## src/rtl/img_pkg.sv

```systemverilog
// Shared types and sizes for the image-core request arbiter.
package img_pkg;

    localparam int COLOR_SIZE = 8;
    localparam int PIXEL_SIZE = 24;

    typedef logic [1:0] mode_t;

    typedef enum logic [1:0] {
        IDLE       = 2'd0,
        XFER       = 2'd1,
        WAIT_CMPLT = 2'd2
    } arb_state_t;

endpackage

```

## src/rtl/rr_pick2.sv

```systemverilog
// Two-way round-robin pick: a lone requester wins, a tie goes to rr_ptr.
module rr_pick2 (
    input  logic [1:0] req,
    input  logic       rr_ptr,
    output logic       gnt_id
);

    always_comb begin
        gnt_id = rr_ptr;
        if (req == 2'b01) begin
            gnt_id = 1'b0;
        end else if (req == 2'b10) begin
            gnt_id = 1'b1;
        end
    end

endmodule

```

## src/rtl/img_req_arbiter.sv

```systemverilog
// Burst-locked round-robin arbiter sharing one image core between two slave ports.
// Handshake: a beat moves on any cycle where slvN_data_valid and slvN_rdy are both high.
module img_req_arbiter
    import img_pkg::*;
#(
    parameter int DATA_WIDTH = 32,
    parameter int MAX_BURST  = 64
) (
    input  logic                  clk,
    input  logic                  rst_n,
    input  logic [1:0]            slv0_mode,
    input  logic                  slv0_data_valid,
    input  logic [7:0]            slv0_proc_val,
    input  logic [DATA_WIDTH-1:0] slv0_data,
    output logic                  slv0_rdy,
    input  logic [1:0]            slv1_mode,
    input  logic                  slv1_data_valid,
    input  logic [7:0]            slv1_proc_val,
    input  logic [DATA_WIDTH-1:0] slv1_data,
    output logic                  slv1_rdy,
    output logic [1:0]            core_mode,
    output logic [7:0]            core_proc_val,
    output logic [DATA_WIDTH-1:0] core_data,
    output logic                  core_data_valid,
    input  logic                  core_ready,
    output logic                  core_eob,
    input  logic                  core_cmplt,
    output logic                  owner,
    output logic                  busy,
    output logic                  err_cmplt
);

    localparam int              CNT_W     = $clog2(MAX_BURST + 1);
    localparam logic [CNT_W-1:0] LAST_BEAT = CNT_W'(MAX_BURST - 1);

    arb_state_t              state_q, state_d;
    logic                    owner_q, owner_d;
    logic                    rr_ptr_q, rr_ptr_d;
    logic                    err_q, err_d;
    mode_t                   mode_q, mode_d;
    logic [COLOR_SIZE-1:0]   pv_q, pv_d;
    logic [CNT_W-1:0]        cnt_q, cnt_d;
    logic                    pick_id;
    logic                    own_valid;
    logic                    beat;
    logic                    last_beat;

    rr_pick2 u_pick (
        .req    ({slv1_data_valid, slv0_data_valid}),
        .rr_ptr (rr_ptr_q),
        .gnt_id (pick_id)
    );

    assign own_valid = owner_q ? slv1_data_valid : slv0_data_valid;
    assign beat      = (state_q == XFER) && own_valid && core_ready;
    assign last_beat = beat && (cnt_q == LAST_BEAT);

    always_ff @(posedge clk or negedge rst_n) begin
        if (!rst_n) begin
            state_q  <= IDLE;
            owner_q  <= 1'b0;
            rr_ptr_q <= 1'b0;
            err_q    <= 1'b0;
            mode_q   <= '0;
            pv_q     <= '0;
            cnt_q    <= '0;
        end else begin
            state_q  <= state_d;
            owner_q  <= owner_d;
            rr_ptr_q <= rr_ptr_d;
            err_q    <= err_d;
            mode_q   <= mode_d;
            pv_q     <= pv_d;
            cnt_q    <= cnt_d;
        end
    end

    always_comb begin
        state_d  = state_q;
        owner_d  = owner_q;
        rr_ptr_d = rr_ptr_q;
        mode_d   = mode_q;
        pv_d     = pv_q;
        cnt_d    = cnt_q;
        // A completion is only expected while waiting for one.
        err_d    = err_q | (core_cmplt && (state_q != WAIT_CMPLT));
        case (state_q)
            IDLE: begin
                if (slv0_data_valid || slv1_data_valid) begin
                    owner_d = pick_id;
                    mode_d  = pick_id ? slv1_mode : slv0_mode;
                    pv_d    = pick_id ? slv1_proc_val : slv0_proc_val;
                    state_d = XFER;
                end
            end
            XFER: begin
                if (last_beat) begin
                    cnt_d   = '0;
                    state_d = WAIT_CMPLT;
                end else if (beat) begin
                    cnt_d = cnt_q + CNT_W'(1);
                end else if (!own_valid) begin
                    // Valid dropping before any beat is a withdrawn request, not a burst.
                    if (cnt_q != '0) begin
                        cnt_d   = '0;
                        state_d = WAIT_CMPLT;
                    end else begin
                        rr_ptr_d = ~owner_q;
                        state_d  = IDLE;
                    end
                end
            end
            WAIT_CMPLT: begin
                if (core_cmplt) begin
                    rr_ptr_d = ~owner_q;
                    state_d  = IDLE;
                end
            end
            default: state_d = IDLE;
        endcase
    end

    always_comb begin
        slv0_rdy        = 1'b0;
        slv1_rdy        = 1'b0;
        core_data_valid = 1'b0;
        core_data       = '0;
        core_eob        = 1'b0;
        if (state_q == XFER) begin
            slv0_rdy        = !owner_q && core_ready;
            slv1_rdy        = owner_q && core_ready;
            core_data_valid = own_valid;
            core_data       = owner_q ? slv1_data : slv0_data;
            core_eob        = last_beat || (!own_valid && (cnt_q != '0));
        end
    end

    assign core_mode     = mode_q;
    assign core_proc_val = pv_q;
    assign owner         = owner_q;
    assign busy          = (state_q != IDLE);
    assign err_cmplt     = err_q;

endmodule
```

## config.mk

```make
export PLATFORM = sky130hd
export DESIGN_NAME = img_req_arbiter
export DESIGN_NICKNAME = d
export VERILOG_FILES = /design/src/rtl/img_pkg.sv /design/src/rtl/rr_pick2.sv /design/src/rtl/img_req_arbiter.sv
export SDC_FILE = /design/constraint.sdc
export NUM_CORES = 1
export LEC_CHECK = 0
export ABC_CLOCK_PERIOD_IN_PS = 4100
export CAP_MARGIN = 20
export CORE_UTILIZATION = 35
export CTS_CLUSTER_DIAMETER = 80
export DETAILED_ROUTE_END_ITERATION = 8
export PLACE_DENSITY = 0.87
export SYNTH_ARGS = -nofsm -noshare
export SYNTH_HDL_FRONTEND = slang
export SYNTH_SLANG_ARGS = --single-unit
```

## constraint.sdc

```tcl
create_clock -name clk -period 4.1 [get_ports clk]
set_clock_uncertainty 0.05 [all_clocks]
set_input_delay 1.025 -clock clk [delete_from_list [all_inputs] [get_ports clk]]
set_output_delay 1.025 -clock clk [all_outputs]
set_load 0.05 [all_outputs]
```

### Floorplan with the power grid, run 1

Pins as bars on the die edge. Tap cells in grey.
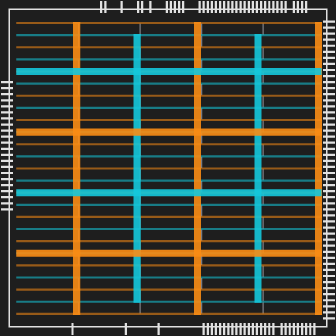
legend:
  cyan:
    net: VDD
  orange:
    net: VSS
rows: 24
signal pins: 139
met4 straps: 5

### Placed cells, one colour a class, run 1

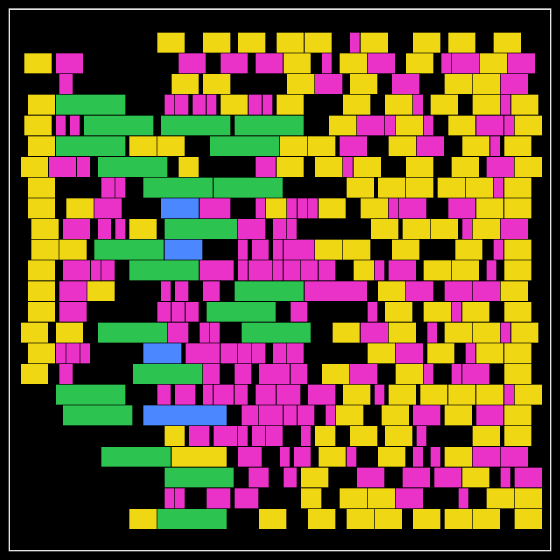
legend:
  magenta:
    class: combinational and other logic
    cells: 161
  green:
    class: flops
    cells: 22
  yellow:
    class: other buffers and delay cells
    cells: 142
  blue:
    class: clock drivers and dummy loads
    cells: 4
sequential share of cell area: 17.44%
Core Footprint: 4474 sq um

==> flow_metrics.env, run 1 <==
# implementation run metrics
export IMPL_largest_reg_flops=8
export IMPL_timing_reg2reg_setup_slack_ps=1690
export IMPL_postCtsSetupBuffers=0
export IMPL_buffers_excl_clock=142
export IMPL_yosys_area_share_aoi_pct=11.44
export IMPL_cts_tree="built"
export IMPL_unrepaired_setup_endpoints_after_global_routing="no"
export IMPL_top_signal_layer_used="met4"
export IMPL_max_fanout_on_critical_path=7
export IMPL_setup_worst_path_start_class="primary input"
export IMPL_fmax_mhz=271.7
export IMPL_drt_pre_antenna_iters=6
export IMPL_remaining_overflow_grt=0
export IMPL_power_frac_clock_pct=8.4
export IMPL_via_count_of_the_first_global_routing_pass=1694
export IMPL_critPathCapture="slv1_rdy"
export IMPL_power_per_cell_area_nw_per_um2=743.8
export IMPL_detail_route_wl_per_cell_um=14.00
export IMPL_cts_buffers=3
export IMPL_layout_core_utilization_pct=70.72
export IMPL_synth_cellmix_xorXnorShare_pct=1.053
export IMPL_comb_area_sq_um=1037
export IMPL_critical_path_reg2reg_startpoint="owner$_DFFE_PN0P_"
export IMPL_crit_start="core_ready"
export IMPL_number_of_flip_flops_and_latches_in_the_synthesized_netlist=22
export IMPL_main_logic_family="multiplexers"
export IMPL_path_common_cell="sky130_fd_sc_hd__clkdlybuf4s50_1"
export IMPL_busiest_layer="met2"
export IMPL_crit_path_cell_trace="clkdlybuf4s50_1 -> and3_1 -> clkdlybuf4s50_1"
export IMPL_detailroute_via_count=1863
export IMPL_detail_route_drc_violations=26
export IMPL_critical_path_cell_count=3
export IMPL_place_ws_ps=423.1
export IMPL_mux_area_share_pct=28.59
export IMPL_estimated_wirelength_of_the_detail_placed_design_um=4408
export IMPL_number_of_openroad_warnings=27
export IMPL_buf_share_pct=44.76
export IMPL_internal_power_mw=1.089
export IMPL_antenna_found_initial=0
export IMPL_required_time_at_the_endpoint_of_the_critical_path_ps=3020
export IMPL_top_cell="sky130_fd_sc_hd__nor2_1"
export IMPL_timing_worst_setup_path_type="in2out"
export IMPL_period_used_pct=89.76
export IMPL_worstPathArrival_ps=2610
export IMPL_setup_viol_count_final=0
export IMPL_clk_path_buf_depth=2
export IMPL_critical_path_max_stage_delay_ps=800
export IMPL_detail_route_iter0_violations=86
export IMPL_tapCellCount=52
export IMPL_num_io_pins=139
export IMPL_run_status="finished with violations"
export IMPL_failed_checks="DRC"
export IMPL_yosysWarnings=0
export IMPL_cp_slowest_cell="sky130_fd_sc_hd__clkdlybuf4s50_1"
### Clock wires, drivers and flops, run 1

The bar under the picture is 20 um long.
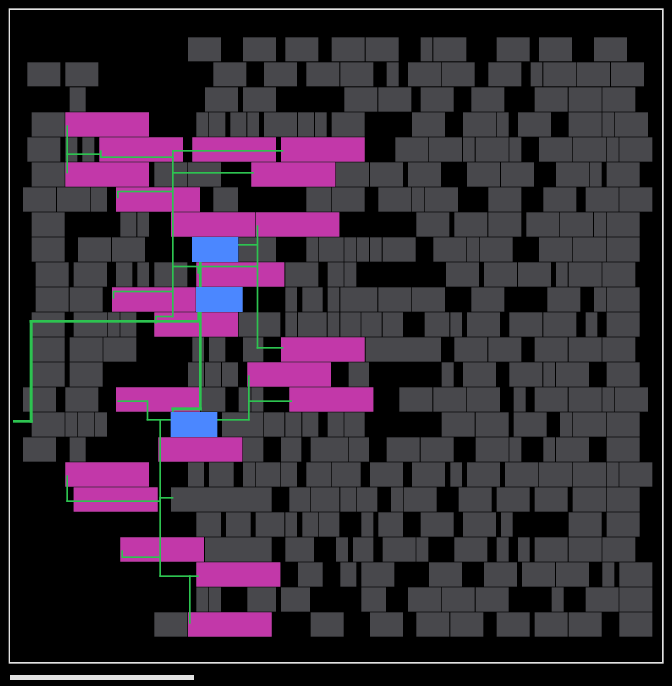
legend:
  blue:
    item: clock drivers
    count: 3
  magenta:
    item: flip-flops
    count: 22
  green:
    item: clock wires
    length: 233 um
routed clock nets: 4

==> run 2, diff against run 1 <==
--- a/config.mk
+++ b/config.mk
@@ -5,12 +5,14 @@
 export SDC_FILE = /design/constraint.sdc
 export NUM_CORES = 1
 export LEC_CHECK = 0
-export ABC_CLOCK_PERIOD_IN_PS = 4100
+export ABC_AREA = 0
+export ABC_CLOCK_PERIOD_IN_PS = 3700
 export CAP_MARGIN = 20
-export CORE_UTILIZATION = 35
+export CORE_UTILIZATION = 33
 export CTS_CLUSTER_DIAMETER = 80
 export DETAILED_ROUTE_END_ITERATION = 8
-export PLACE_DENSITY = 0.87
+export HOLD_SLACK_MARGIN = 0.03
+export PLACE_DENSITY = 0.82
 export SYNTH_ARGS = -nofsm -noshare
 export SYNTH_HDL_FRONTEND = slang
 export SYNTH_SLANG_ARGS = --single-unit
==> constraint.sdc (replaced) <==
create_clock -name clk -period 3.7 [get_ports clk]
set_clock_uncertainty 0.05 [all_clocks]
set_input_delay 0.925 -clock clk [delete_from_list [all_inputs] [get_ports clk]]
set_output_delay 0.925 -clock clk [all_outputs]
set_load 0.05 [all_outputs]
### Routing congestion, run 2

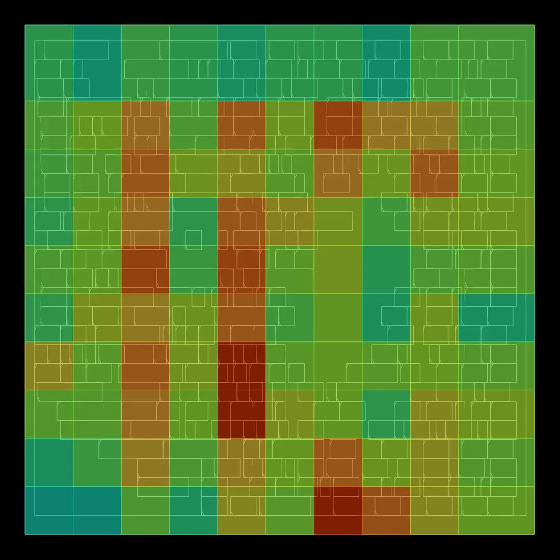
met2 layer usage reported by global route: 35.39%
final core utilization: 67.42%
GR Util met1: 18.67%
busiest grt layer: met2
global-route usage over all layers: 18.06%

==> run 2 against run 1 <==
- the flow now finishes without violations
- total power up 9.7%
- via count grew 1.5%
- first-iteration DRC count shrank 62%
- hold slack worse by 3.7 ps
- utilization is 3.3 points lower
- synthesized cell count unchanged
- critical path depth rose by 3
- flip-flop count is the same
- highest routed layer unchanged
- clock-buffer cell count rose by 1
- area after synthesis is the same
- non-clock buffer count up 4
- critical endpoint is now core_eob
==> flow_metrics.env, run 2 <==
# implementation run metrics
export IMPL_clk_path_buf_depth=2
export IMPL_power_per_cell_area_nw_per_um2=799.8
export IMPL_largest_reg_flops=8
export IMPL_clk_root_buffer_cell="sky130_fd_sc_hd__clkbuf_8"
export IMPL_totalNegativeSetupSlack_ps=0
export IMPL_critical_path_max_stage_delay_ps=500
export IMPL_buffers_excl_clock=146
export IMPL_period_used_pct=91.52
export IMPL_routabilityCongestion=0.8814
export IMPL_num_io_pins=139
export IMPL_timing_worst_setup_path_type="in2out"
export IMPL_postCtsSetupBuffers=0
export IMPL_critPathCapture="core_eob"
export IMPL_unrepaired_setup_endpoints_after_global_routing="no"
export IMPL_yosysWarnings=0
export IMPL_critical_path_reg2reg_startpoint="owner$_DFFE_PN0P_"
export IMPL_worstPathArrival_ps=2410
export IMPL_yosys_area_share_aoi_pct=11.44
export IMPL_buf_share_pct=46.06
export IMPL_number_of_openroad_warnings=27
export IMPL_crit_path_cell_trace="clkdlybuf4s50_1 -> mux2i_4 -> o21ai_0 -> a21oi_1 -> buf_4 -> buf_12"
export IMPL_timing_reg2reg_setup_slack_ps=1670
export IMPL_cp_endpoint_kind="output pin"
export IMPL_cts_tree="built"
export IMPL_fmax_mhz=295.3
export IMPL_estimated_wirelength_of_the_detail_placed_design_um=4092
export IMPL_top_cell="sky130_fd_sc_hd__nor2_1"
export IMPL_critical_path_cell_count=6
export IMPL_drt_pre_antenna_iters=4
export IMPL_max_fanout_on_critical_path=9
export IMPL_number_of_flip_flops_and_latches_in_the_synthesized_netlist=22
export IMPL_coreArea_sq_um=4786
export IMPL_setup_worst_path_start_class="primary input"
export IMPL_final_area_sq_um=3227
export IMPL_place_ws_ps=340.5
export IMPL_via_count_of_the_first_global_routing_pass=1782
export IMPL_power_frac_clock_pct=5.7
export IMPL_synth_cellmix_xorXnorShare_pct=1.053
export IMPL_tapCellCount=67
export IMPL_detail_route_drc_violations=0
export IMPL_detail_route_iter0_violations=33
export IMPL_cp_slowest_cell="sky130_fd_sc_hd__clkdlybuf4s50_1"
export IMPL_seq_area_share_pct=17.10
export IMPL_mux_area_share_pct=28.59
export IMPL_power_group_top="combinational cells"
export IMPL_setup_viol_count_final=0
export IMPL_crit_start="slv1_data_valid"
export IMPL_remaining_overflow_grt=0
export IMPL_detail_route_wl_per_cell_um=12.51
export IMPL_cts_buffers=3
export IMPL_detailroute_via_count=1891
export IMPL_top_signal_layer_used="met4"
export IMPL_internal_power_mw=1.176
export IMPL_run_status="finished clean"
Power and IR drop assume default switching activity.
